### Placement by cell class, run 1

Fill, decap, tap and diode cells in grey.
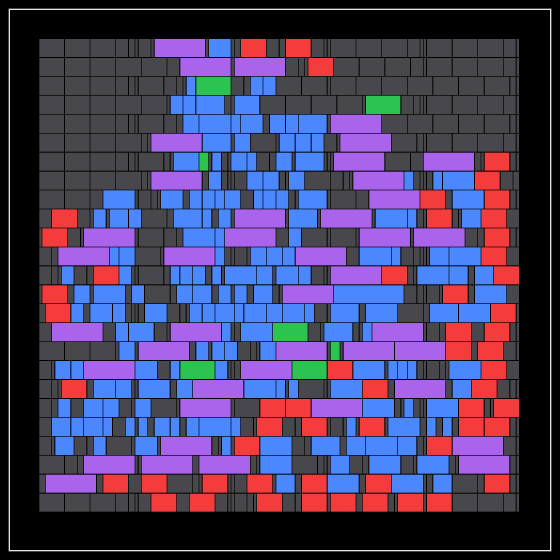
### Metal layers overlaid, run 1

The bar under the picture is 20 um long. Only two layers are drawn.
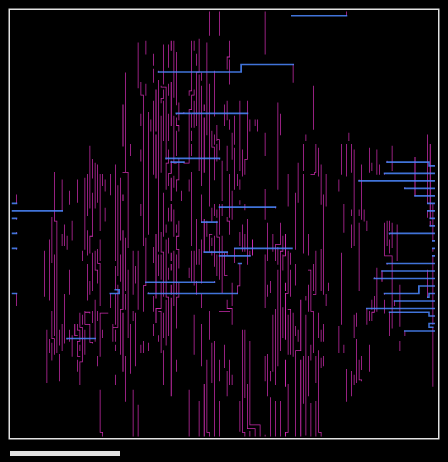
### Where the registers sit, run 1

The bar under the picture is 20 um long. Other sequential cells in the stronger grey, the rest of the logic in the fainter grey.
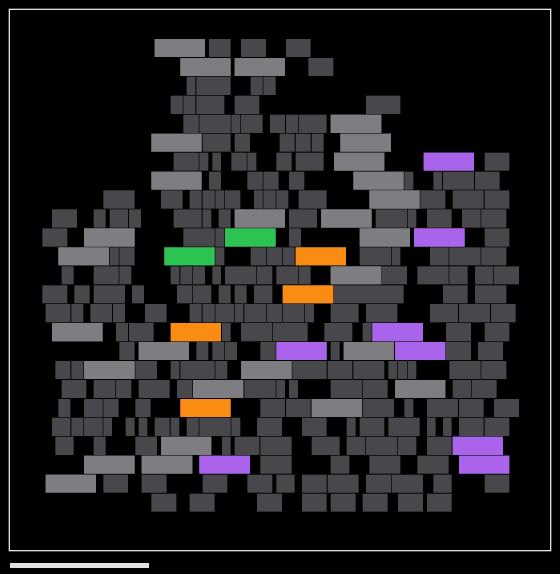
### Clock network drawn from the DEF, run 1

The bar under the picture is 20 um long.
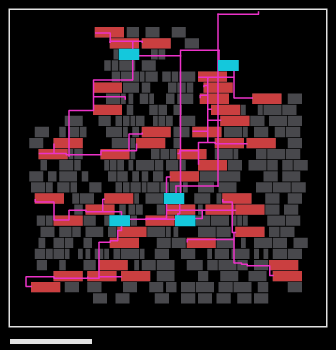
--- src/rtl/tmr_vote_scrubber.sv ---
// tmr_vote_scrubber
// Votes three redundant register copies into one registered value. When the
// copies disagree it requests a write-back of the voted value (req/ack) and
// counts the correction events. If the register stage never acknowledges a
// write-back, it raises a sticky timeout flag and parks in a fault state.
module tmr_vote_scrubber #(
    parameter int WIDTH         = 8,
    parameter int ERR_CNT_W     = 8,
    parameter int SCRUB_TIMEOUT = 15,
    parameter int SETTLE_CYC    = 2
) (
    input  logic                 clk,
    input  logic                 rst_n,
    input  logic [WIDTH-1:0]     copy_a,
    input  logic [WIDTH-1:0]     copy_b,
    input  logic [WIDTH-1:0]     copy_c,
    output logic [WIDTH-1:0]     voted,
    output logic                 mismatch,
    output logic                 scrub_req,
    output logic [WIDTH-1:0]     scrub_data,
    input  logic                 scrub_ack,
    input  logic                 clr,
    output logic [ERR_CNT_W-1:0] err_count,
    output logic                 err_sat,
    output logic                 timeout_err
);

    typedef enum logic [1:0] {
        ST_IDLE,
        ST_REQ,
        ST_SETTLE,
        ST_FAULT
    } state_t;

    localparam logic [7:0]           TIMEOUT_LAST = 8'(SCRUB_TIMEOUT - 1);
    localparam logic [3:0]           SETTLE_LAST  = 4'(SETTLE_CYC - 1);
    localparam logic [ERR_CNT_W-1:0] CNT_MAX      = '1;

    state_t               state_reg;
    logic [7:0]           timer_reg;
    logic [3:0]           settle_reg;
    logic [WIDTH-1:0]     voted_reg;
    logic                 mismatch_reg;
    logic                 scrub_req_reg;
    logic [WIDTH-1:0]     scrub_data_reg;
    logic [ERR_CNT_W-1:0] err_count_reg;
    logic                 err_sat_reg;
    logic                 timeout_err_reg;

    logic [WIDTH-1:0]     maj_now;
    logic                 mis_now;
    logic                 start_scrub;
    logic                 timeout_hit;

    // Per-bit 2-of-3 majority of the live inputs.
    generate
        for (genvar gi = 0; gi < WIDTH; gi++) begin : g_vote
            assign maj_now[gi] = (copy_a[gi] & copy_b[gi])
                               | (copy_b[gi] & copy_c[gi])
                               | (copy_a[gi] & copy_c[gi]);
        end
    endgenerate

    assign mis_now     = (copy_a != copy_b) | (copy_b != copy_c);
    assign start_scrub = (state_reg == ST_IDLE) && mis_now;
    assign timeout_hit = (state_reg == ST_REQ) && !scrub_ack && (timer_reg == TIMEOUT_LAST);

    // Voted value and disagreement flag track the inputs every cycle, in every state.
    always_ff @(posedge clk) begin
        if (!rst_n) begin
            voted_reg    <= '0;
            mismatch_reg <= 1'b0;
        end else begin
            voted_reg    <= maj_now;
            mismatch_reg <= mis_now;
        end
    end

    // Scrub handshake FSM: request, wait for ack (bounded), then let the copies settle.
    always_ff @(posedge clk) begin
        if (!rst_n) begin
            state_reg      <= ST_IDLE;
            timer_reg      <= '0;
            settle_reg     <= '0;
            scrub_req_reg  <= 1'b0;
            scrub_data_reg <= '0;
        end else begin
            case (state_reg)
                ST_IDLE: begin
                    if (mis_now) begin
                        scrub_data_reg <= maj_now;
                        scrub_req_reg  <= 1'b1;
                        timer_reg      <= '0;
                        state_reg      <= ST_REQ;
                    end
                end
                ST_REQ: begin
                    // Ack wins over a timeout landing on the same cycle.
                    if (scrub_ack) begin
                        scrub_req_reg <= 1'b0;
                        settle_reg    <= '0;
                        state_reg     <= ST_SETTLE;
                    end else if (timer_reg == TIMEOUT_LAST) begin
                        scrub_req_reg <= 1'b0;
                        state_reg     <= ST_FAULT;
                    end else begin
                        timer_reg <= timer_reg + 8'd1;
                    end
                end
                ST_SETTLE: begin
                    // The rewrite takes effect over the next few cycles; ignore disagreement meanwhile.
                    if (settle_reg == SETTLE_LAST) begin
                        state_reg <= ST_IDLE;
                    end else begin
                        settle_reg <= settle_reg + 4'd1;
                    end
                end
                ST_FAULT: begin
                    if (clr) begin
                        state_reg <= ST_IDLE;
                    end
                end
                default: begin
                    state_reg     <= ST_IDLE;
                    scrub_req_reg <= 1'b0;
                end
            endcase
        end
    end

    // Event counter and sticky flags; clr beats any simultaneous increment or set.
    always_ff @(posedge clk) begin
        if (!rst_n) begin
            err_count_reg   <= '0;
            err_sat_reg     <= 1'b0;
            timeout_err_reg <= 1'b0;
        end else if (clr) begin
            err_count_reg   <= '0;
            err_sat_reg     <= 1'b0;
            timeout_err_reg <= 1'b0;
        end else begin
            if (start_scrub && (err_count_reg != CNT_MAX)) begin
                err_count_reg <= err_count_reg + 1'b1;
                if (err_count_reg == CNT_MAX - 1'b1) begin
                    err_sat_reg <= 1'b1;
                end
            end
            if (timeout_hit) begin
                timeout_err_reg <= 1'b1;
            end
        end
    end

    assign voted       = voted_reg;
    assign mismatch    = mismatch_reg;
    assign scrub_req   = scrub_req_reg;
    assign scrub_data  = scrub_data_reg;
    assign err_count   = err_count_reg;
    assign err_sat     = err_sat_reg;
    assign timeout_err = timeout_err_reg;

endmodule

--- config.mk ---
export PLATFORM = sky130hd
export DESIGN_NAME = tmr_vote_scrubber
export DESIGN_NICKNAME = d
export VERILOG_FILES = /design/src/rtl/tmr_vote_scrubber.sv
export SDC_FILE = /design/constraint.sdc
export NUM_CORES = 1
export LEC_CHECK = 0
export ABC_CLOCK_PERIOD_IN_PS = 6500
export CAP_MARGIN = 20
export CORE_MARGIN = 4
export CORE_UTILIZATION = 45
export CTS_CLUSTER_DIAMETER = 150
export DETAILED_ROUTE_END_ITERATION = 16
export PLACE_DENSITY = 0.85
export SYNTH_ARGS = -nofsm -noshare
export SYNTH_HDL_FRONTEND = slang
export SYNTH_SLANG_ARGS = --single-unit
--- constraint.sdc ---
create_clock -name clk -period 6.5 [get_ports clk]
set_clock_uncertainty 0.05 [all_clocks]
set_input_delay 0.65 -clock clk [delete_from_list [all_inputs] [get_ports clk]]
set_output_delay 0.65 -clock clk [all_outputs]
set_load 0.02 [all_outputs]
==> run summary, run 1 <==
The run has ended; figures from its reports follow.

around 56 I/O pins were placed. The layout cell share with drive strength beyond 1 came out at 0.07885. The slew at the pin closest to its max-slew limit came out at 1.078 ns.

The most common logic cells in the final layout are sky130_fd_sc_hd__clkdlybuf4s50_1 (55), sky130_fd_sc_hd__dfxtp_1 (42), sky130_fd_sc_hd__nor2_1 (26), sky130_fd_sc_hd__ha_1 (22), sky130_fd_sc_hd__a21oi_1 (14). The tally of buffers added on design ports is 55. Detailed placement ended at an HPWL of 3.806 mm. Of the total power, registers draw 0.480. In this run, synthesis inferred 0 flip-flops with an integrated enable. The total die size is 0.006012 mm^2.

The buffer depth of the longest clock path is 2. From synthesis to final layout, the design area changed by 29.79%. The number of routed nets with antenna violations is 0. The layout has ~410 filler cells. The minimum setup slack after placement is 3.001 ns. At the worst endpoint, the required time is 6.69 ns. The standby leakage power is 1.030 nW.

The synthesized area per cell is 9.670 um^2. Timing would allow up to about 0.31 GHz. The starting DRC count in detailed routing is roughly 60. The area fraction of the largest cell type after synthesis is 0.3864. The worst supply voltage drop on vdd is around 0.10 mV. The combinational logic power came out at 0.000156 W. The time the worst path needs with I/O delays and setup came out at about 3.2 ns. The power in sequential cells came out at between 0.0002 and 0.0003 W. The type of the worst min-delay path is flop to flop.

The number of detailed-route iterations in the first pass is 5. In this run the critical register-to-register path is launched from state_reg[1]. The number of instances in the synthesized netlist is roughly 230. The post-synthesis chip area from yosys came out at about 0.0022 mm^2. For this design, the sink count on the clock tree is ~42. Counting tap cells, the placed design contains a total of 326 instances.

The x dimension of the die came out at between 70 and 80 um. Clock-pin slew was measured on the worst setup and hold paths at approximately 0.08 ns. The area of the mapped netlist came out at 0.002176 mm^2. The die is roughly 78 um tall. The number of maximum-capacitance violations recorded for the run is 0.

The number of different library cells used by synthesis comes to ~50. The final-report setup violation count came out at 0. The largest share of the power goes to registers. The yosys synthesis warning count came out at 0.

Post-route period utilization is reported as 0.4916. The worst register-to-register path ends at timer_reg[2]. The residual overflow from global routing is 0. Setup repair after global routing left no endpoint under its margin. In the synthesized netlist the async set-or-reset flop fraction comes to 0. The number of H-tree levels came out at 2.

The critical path data arrival time is approximately 3.4 ns. The count of nets after finishing is 329. The cell count in the Yosys report came out at ~230. The worst-case setup margin in the final layout is approximately 3.3 ns.

The run finished with clean final reports. The global-route wire length before repair came out at slightly below 9 mm. For this design the total switching power over the nets is about 0.00018 W. The number of buffers inserted by hold repair at cts is 0. Sorting the synthesized cells by area gives the leading types as sky130_fd_sc_hd__dfxtp_1 (39%), sky130_fd_sc_hd__ha_1 (13%), sky130_fd_sc_hd__a211oi_2 (5.2%). The post-synthesis sequential area ratio came out at 0.3864. STA classifies the critical path endpoint as a flop. The cell-internal power is ~0.00042 W. In this run the tools logged warnings totalling 29. Following the worst setup path forward leads to its endpoint at timer_reg[3]. The area of the core is 0.004692 mm^2. Looking at the clock tree report, the root buffer type is sky130_fd_sc_hd__clkbuf_8. The slowest stage of the critical path belongs to the cell sky130_fd_sc_hd__o41a_1. For reference, the critical path cell chain is clkdlybuf4s50_1 > ha_1 > or4_1 > o41a_1 > nor2_4 > o221a_1. The most popular library cell in the synthesized design by count is sky130_fd_sc_hd__dfxtp_1.

Per STA, the highest per-stage delay on the worst path measures approximately 0.8 ns. The number of global-route vias before repair is between 1500 and 2000. Of the total power, the share spent switching nets is 0.2993. The number of gates given a new drive strength after cts is 0. The combinational cell fraction of total power is 0.261.

The worst setup path is launched from a primary input. The number of hold violations in the final report came out at 0. The worst max-slew margin expressed relative to the limit came out at 0.2814. The power per cell area came out at 211.1 mW/mm^2. The number of CTS-inserted buffers is 5.

Once synthesis finished, the tally of register bits stood at 42. The summed negative setup slack over all endpoints is 0 ns. The footprint of the multi-input gates came out at 0.001270 mm^2. The net count after synthesis came out at 275. Of all cell types, the one taking the most synthesized area is sky130_fd_sc_hd__dfxtp_1.

The count of pins over their slew limit is 0. The register-to-register setup slack came out at 4.35 ns. Counting only logic cells after layout, the most numerous master is sky130_fd_sc_hd__clkdlybuf4s50_1.

The routability congestion estimate from global placement is roughly 0.82. The count of antenna diodes in the layout is 0. Ranked by instance count, the synthesized netlist is headed by sky130_fd_sc_hd__dfxtp_1 (42), sky130_fd_sc_hd__nor2_1 (26), sky130_fd_sc_hd__ha_1 (22).

The register cell area after layout came out at ~840 um^2. The residual DRC count is 0. The number of standard cells in the final layout excluding fillers came out at ~330. The largest fanout of any net on the critical path came out at 23. In the synthesized netlist the dominant register cell turns out to be sky130_fd_sc_hd__dfxtp_1. The CTS tree is yes. The starting density of the core came out at 0.4637. The post-detailed-placement cell area came out at ~0.0027 mm^2. The launch point of the critical path is copy_a[1]. The logic depth of the worst register-to-register path is 4. The post-CTS setup buffer count is 0.

The placement row count is 25. The number of antenna violations at the first check in global routing came out at 0. Per the detail_route report, vias per standard cell equal just under 6. For the clock group, total power comes out at 0.000154 W. The type of the worst setup path is primary input to flop. Entering global routing, the biggest net connects 27 pins.
Notes on 'Placement by cell class' above:
- green: clock drivers and dummy loads (cells 7)
- blue: all other logic (cells 175)
- red: other buffers and delay cells (cells 55)
- purple: flip-flops (cells 42)
proportion of cell area occupied by registers: 0.2977
Layout Cell Area excl Fill: 0.002824 mm^2
Core Util, Final: 0.6019

Notes on 'Metal layers overlaid' above:
- blue: met3 (wire length 272 um)
- magenta: met2 (wire length 2500 um)
sum of routed wire length over all layers: 5.070 mm
Tot GR Track Use: 0.1766
average wire per cell in the routed design: 15.23 um
via count: 1947

Notes on 'Where the registers sit' above:
- orange: settle_reg (flops 4; where centre)
- green: state_reg (flops 2)
- purple: voted (flops 8)
- not coloured: 28

Notes on 'Clock network drawn from the DEF' above:
- red: flip-flops (count 42)
- cyan: cells driving clock nets (count 5)
- magenta: clock wires (length 498 um)
- routed clock nets: 6
Clk Latency, worst-skew pair: 0.29 ns
part of the total power dissipated in the clock network: 0.259

[run 1: kinds of logic (layout without fill, tap and decap cells)]
kind of cell / after synthesis / count (layout) / share of synthesized area
AOI/OAI and AO/OA: 70 / 70 / 0.2588
adders and majority gates: 22 / 22 / 0.1265
buffers and inverters: 13 / 67 / 0.02990
DFF: 42 / 42 / 0.3864
muxes: 1 / 1 / 0.005175
and+or+nand+nor: 77 / 77 / 0.1932
[run 1: cell type report]
cell class,count,share of cell area
Clock buffer,7,0.02703
Inverter,5,0.006646
Multi-Input combinational cell,170,0.4497
Sequential cell,42,0.2977
Tap cell,54,0.02393
Timing Repair Buffer,55,0.1949
[run 1: metrics by stage]
| step | power [W] | hold slack, ns |
|---|---|---|
| floorplan | 0.0003862 | 0.4203 |
| global placement | 0.0004426 | 0.4139 |
| detailed placement | 0.0004485 | 0.4146 |
| CTS | 0.0006026 | 0.4302 |
| global route | 0.0006323 | 0.4558 |
| finish | 0.0005963 | 0.4261 |
[run 1: how the worst min path moves through the flow]
stage          cells past startpoint             to          start  slack, ns
2_1_floorplan                      2  settle_reg[3]  settle_reg[3]       0.42
3_3_place_gp                       2    timeout_err    timeout_err       0.41
3_5_place_dp                       2    timeout_err    timeout_err       0.41
4_1_cts                            2      scrub_req      scrub_req       0.43
5_1_grt                            2        err_sat        err_sat       0.46
6_report                           2        err_sat        err_sat       0.43
[run 1: critical path, delay by kind of cell]
kind / cells / cell delay, ns
buffers and inverters: 1 / 0.44
and+or+nand+nor: 2 / 0.96
adders and majority gates: 1 / 0.30
AOI/OAI and AO/OA: 2 / 1.02
[run 1: per-layer routing]
metal  global-route usage  share of wire
met4              0.07651          0.015
met1               0.2027           0.44
met2               0.3066           0.49
met5                    0              0
met3              0.04756          0.054
### Clock routing, run 1

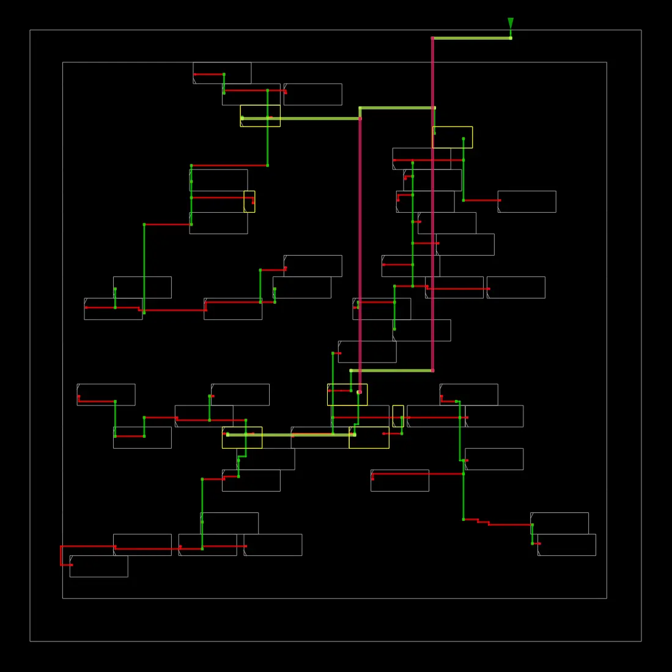

==> run 1 -> run 2 <==
==> config.mk (replaced) <==
export PLATFORM = sky130hd
export DESIGN_NAME = tmr_vote_scrubber
export DESIGN_NICKNAME = d
export VERILOG_FILES = /design/src/rtl/tmr_vote_scrubber.sv
export SDC_FILE = /design/constraint.sdc
export NUM_CORES = 1
export LEC_CHECK = 0
export ABC_CLOCK_PERIOD_IN_PS = 2600
export CAP_MARGIN = 20
export CORE_MARGIN = 4
export CORE_UTILIZATION = 44
export CTS_CLUSTER_DIAMETER = 150
export DETAILED_ROUTE_END_ITERATION = 16
export PLACE_DENSITY = 0.86
export SYNTH_ARGS = -nofsm -noshare
export SYNTH_HDL_FRONTEND = slang
export SYNTH_SLANG_ARGS = --single-unit
==> constraint.sdc (replaced) <==
create_clock -name clk -period 2.6 [get_ports clk]
set_clock_uncertainty 0.05 [all_clocks]
set_input_delay 0.26 -clock clk [delete_from_list [all_inputs] [get_ports clk]]
set_output_delay 0.26 -clock clk [all_outputs]
set_load 0.02 [all_outputs]
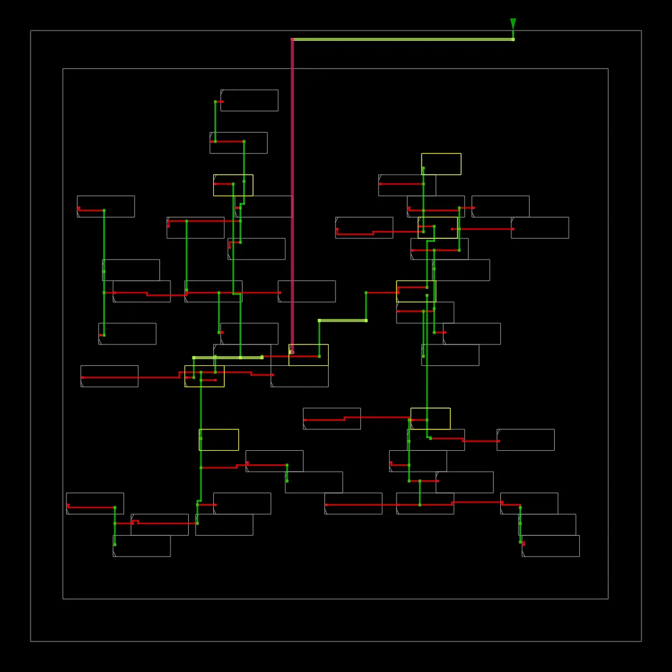
*Clock routing, run 2*
sequential cell count: 42
cts bufs inserted: 5

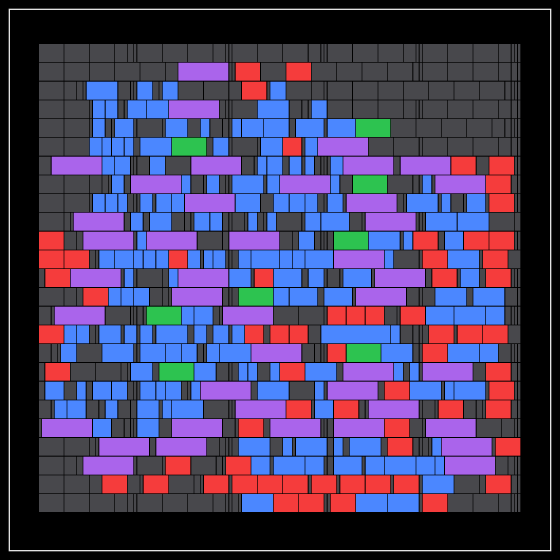
*Placement by cell class, run 2*
Fill, decap, tap and diode cells in grey.
- green: clock drivers and dummy loads (cells 8)
- red: other buffers and delay cells (cells 65)
- blue: all other logic (cells 175)
- purple: flip-flops (cells 42)

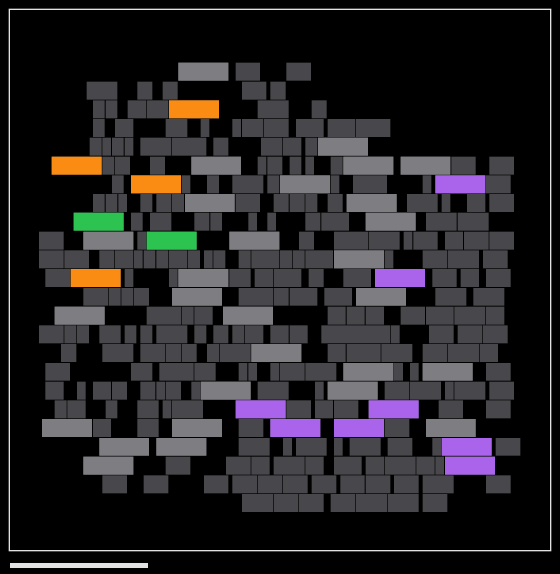
*Where the registers sit, run 2*
The bar under the picture is 20 um long. Other sequential cells in the stronger grey, the rest of the logic in the fainter grey.
- purple: voted (flops 8)
- orange: settle_reg (flops 4)
- green: state_reg (flops 2)
- not coloured: 28

==> run 2 against run 1 <==
Compared with the run above:
- area after synthesis unchanged
- clock power rose to 3.1 times the previous value
- sequential share of layout area down 1.3 points
- critical path type unchanged
- largest cell class unchanged
==> run summary, run 2 <==
The run has ended; figures from its reports follow.

The share of flip-flops with an asynchronous set or reset is 0 (unchanged). The tool warning count is 29 (unchanged). The number of enable flip-flop cells is 0 (unchanged). The largest net degree at the start of global routing is 18 (-33%). sky130_fd_sc_hd__dfxtp_1 takes more of the synthesized area than any other cell. The met1 wire length is 2.185 mm (-1.8%). The footprint of the multi-input gates came to 0.001270 mm^2 (unchanged).

The count of boundary I/O pins was 56 (unchanged). The number of routed nets with antenna violations came out at 0 (unchanged). By instance count after routing, the leading logic cell types are sky130_fd_sc_hd__clkdlybuf4s50_1 (55), sky130_fd_sc_hd__dfxtp_1 (42), sky130_fd_sc_hd__nor2_1 (26), sky130_fd_sc_hd__ha_1 (22), sky130_fd_sc_hd__a21oi_1 (14). The sink count of the clock tree came out at 42 (unchanged). The area of the core came out at 0.004755 mm^2 (+1.3%). The routed length on met3 came out at 231 um (-15%). The slew at the pin closest to its max-slew limit was 0.4948 ns (-0.5831 ns). The run finished with clean final reports. Setup repair after global routing left no endpoint under its margin. The switching part of the total power is 0.2833 (-0.01603). The tally of buffers added on design ports came out at 55 (unchanged). The standby leakage power was 1.096 nW (+6.4%). The register-to-register setup slack came out at 0.79 ns (-3.56 ns). The buffer depth of the longest clock path is 2 (unchanged).

The final-report setup violation count came out at 0 (unchanged). The critical path required time is 2.76 ns (-3.93 ns). The area added between synthesis and finish came out at 35.54%. The met3 routing resource usage after global routing was 0.04014 (-0.007426). The number of hold violations in the final report came out at 0 (unchanged). The main flop type after synthesis is sky130_fd_sc_hd__dfxtp_1. The met2 wire length is 2.461 mm (-1.4%).

The worst max-slew margin expressed relative to the limit is 0.6671 (+0.3857). The critical path data arrival time is 2.54 ns (-0.84 ns). The routed length per placed instance was 13.85 um (-9.0%). The power per cell area is 544.8 mW/mm^2 (+160%). The cell-internal power is 0.001151 W (+180%). The estimated wirelength of the detail-placed design is 3.863 mm (+1.5%). The number of buffers inserted by hold repair at cts was 0 (unchanged). The worst supply voltage drop on vdd is 0.3801 mV (+260%). The clock share of power came to 0.296 (+0.037). The count of vias placed by the detailed router came out at 1991 (+2.3%). The combinational cell fraction of total power is 0.258 (-0.003). The number of distinct library cells after synthesis came out at 50 (unchanged). The post-synthesis sequential area ratio came out at 0.3864 (unchanged).

The number of instances in the synthesized netlist came out at 225 (unchanged). The worst setup path is captured at a flop. The number of H-tree levels came to 2 (unchanged).

The count of nets after finishing is 339 (+3.0%). The largest fanout of any net on the critical path was 6 (-74%). The number of antenna violations at the first check in global routing came out at 0 (unchanged).

The number of maximum-capacitance constraint violations came out at 0 (unchanged). By area the synthesized netlist is led by sky130_fd_sc_hd__dfxtp_1 (39%), sky130_fd_sc_hd__ha_1 (13%), sky130_fd_sc_hd__a211oi_2 (5.2%). The starting DRC count in detailed routing came out at 99 (+62%). Clock tree synthesis selected as its root buffer the cell sky130_fd_sc_hd__clkbuf_8. The total of flip-flops plus latches after synthesis came to 42 (unchanged). The post-route standard cell area excluding fillers is 0.002949 mm^2 (+4.4%). The count of pins over their slew limit is 0 (unchanged).

The total die size is 0.006134 mm^2 (+2.0%). The post-detailed-placement cell area was 0.002839 mm^2 (+3.3%). The residual DRC count came out at 0 (unchanged).

The worst setup path is launched from a primary input. Post-route period utilization is reported as 0.9174. The number of detailed-route iterations in the first pass came to 4 (-1). The highest attainable clock frequency is 0.4192 GHz. The post-CTS setup buffer count came out at 0 (unchanged). The sequential fraction of design power is 0.446 (-0.034). The clock latency of the later-clocked register in the worst-skew pair is 0.29 ns (about the same). The x dimension of the die is 78.32 um (+1.0%). The ratio of routed vias to standard cells was 5.577 (-4.6%). In this run the worst hold path is classified as flop to flop. The register cell area after layout came out at 840.8 um^2 (unchanged). The global-route wire length before repair is 8.569 mm (-1.1%). The placement row count came to 25 (unchanged).

The starting density of the core is 0.4576 (-0.006102). The met2 demand-to-capacity share in global routing came out at 0.2988 (-0.007762). The number of inserted filler cells in the final layout is 413 (-0.24%).

The count of antenna diodes in the layout came out at 0 (unchanged). The share of the synthesized area in the top cell type is 0.3864 (unchanged). The clock transition time at the flip-flop clock pins of the worst setup and hold paths is 0.08 ns (about the same). The layout cell share with drive strength beyond 1 came out at 0.1207 (+0.04184).

The chip height came out at 78.32 um (+1.0%). The number of global-route vias before repair came out at 1941 (+0.52%). The highest-count logic cell in the final layout is sky130_fd_sc_hd__clkdlybuf4s50_1. The detailed-route wire length came out at 4.944 mm (-2.5%).
## run 2: critical path, stage by stage
cell,delay (ns)
sky130_fd_sc_hd__clkdlybuf4s50_1,0.43
sky130_fd_sc_hd__ha_1,0.30
sky130_fd_sc_hd__or4_4,0.57
sky130_fd_sc_hd__o41a_1,0.51
sky130_fd_sc_hd__buf_4,0.19
sky130_fd_sc_hd__and3_1,0.16
sky130_fd_sc_hd__nor3_1,0.12
## run 2: cell type report
type | instances | share of cell area
inverter | 5 | 0.006364
timing repair buffer | 65 | 0.2121
multi-input combinational | 170 | 0.4306
clock buffer | 8 | 0.03734
tap | 67 | 0.02843
sequential | 42 | 0.2851
## run 2: per-stage QoR
step	worst slack [ns]	cells	total power, W
2_1_floorplan	0.4337	225	0.0009654
3_3_place_gp	-0.05962	349	0.001135
3_5_place_dp	-0.08391	349	0.001148
4_1_cts	0.2159	357	0.001627
5_1_grt	0.1397	357	0.001699
6_report	0.2147	357	0.001607
## run 2: cell families (layout without fill, tap and decap cells)
family                   after synthesis  in the layout  share of synthesized area
multiplexers                           1              1                   0.005175
buffers and inverters                 13             78                    0.02990
adder cells (fa/ha/maj)               22             22                     0.1265
flip-flops                            42             42                     0.3864
AND/OR/NAND/NOR                       77             77                     0.1932
AND-OR/OR-AND                         70             70                     0.2588
## run 2: worst paths after layout
check / start / to
min reg2reg: timeout_err / timeout_err
max: copy_b[2] / err_count[1]
max reg2reg: err_count[0] / err_count[7]
min: timeout_err / timeout_err
## run 2: power groups by stage
stage	Combinational [W]	Clock [W]	Sequential (W)
finish	0.000415	0.000476	0.000716
floorplan	0.000195	0	0.000770
global placement	0.000406	0	0.000729
CTS	0.000419	0.000493	0.000716
detailed placement	0.000417	0	0.000731
global route	0.000453	0.000523	0.000723
No activity file was given, so power comes from the tool's default toggle rates.
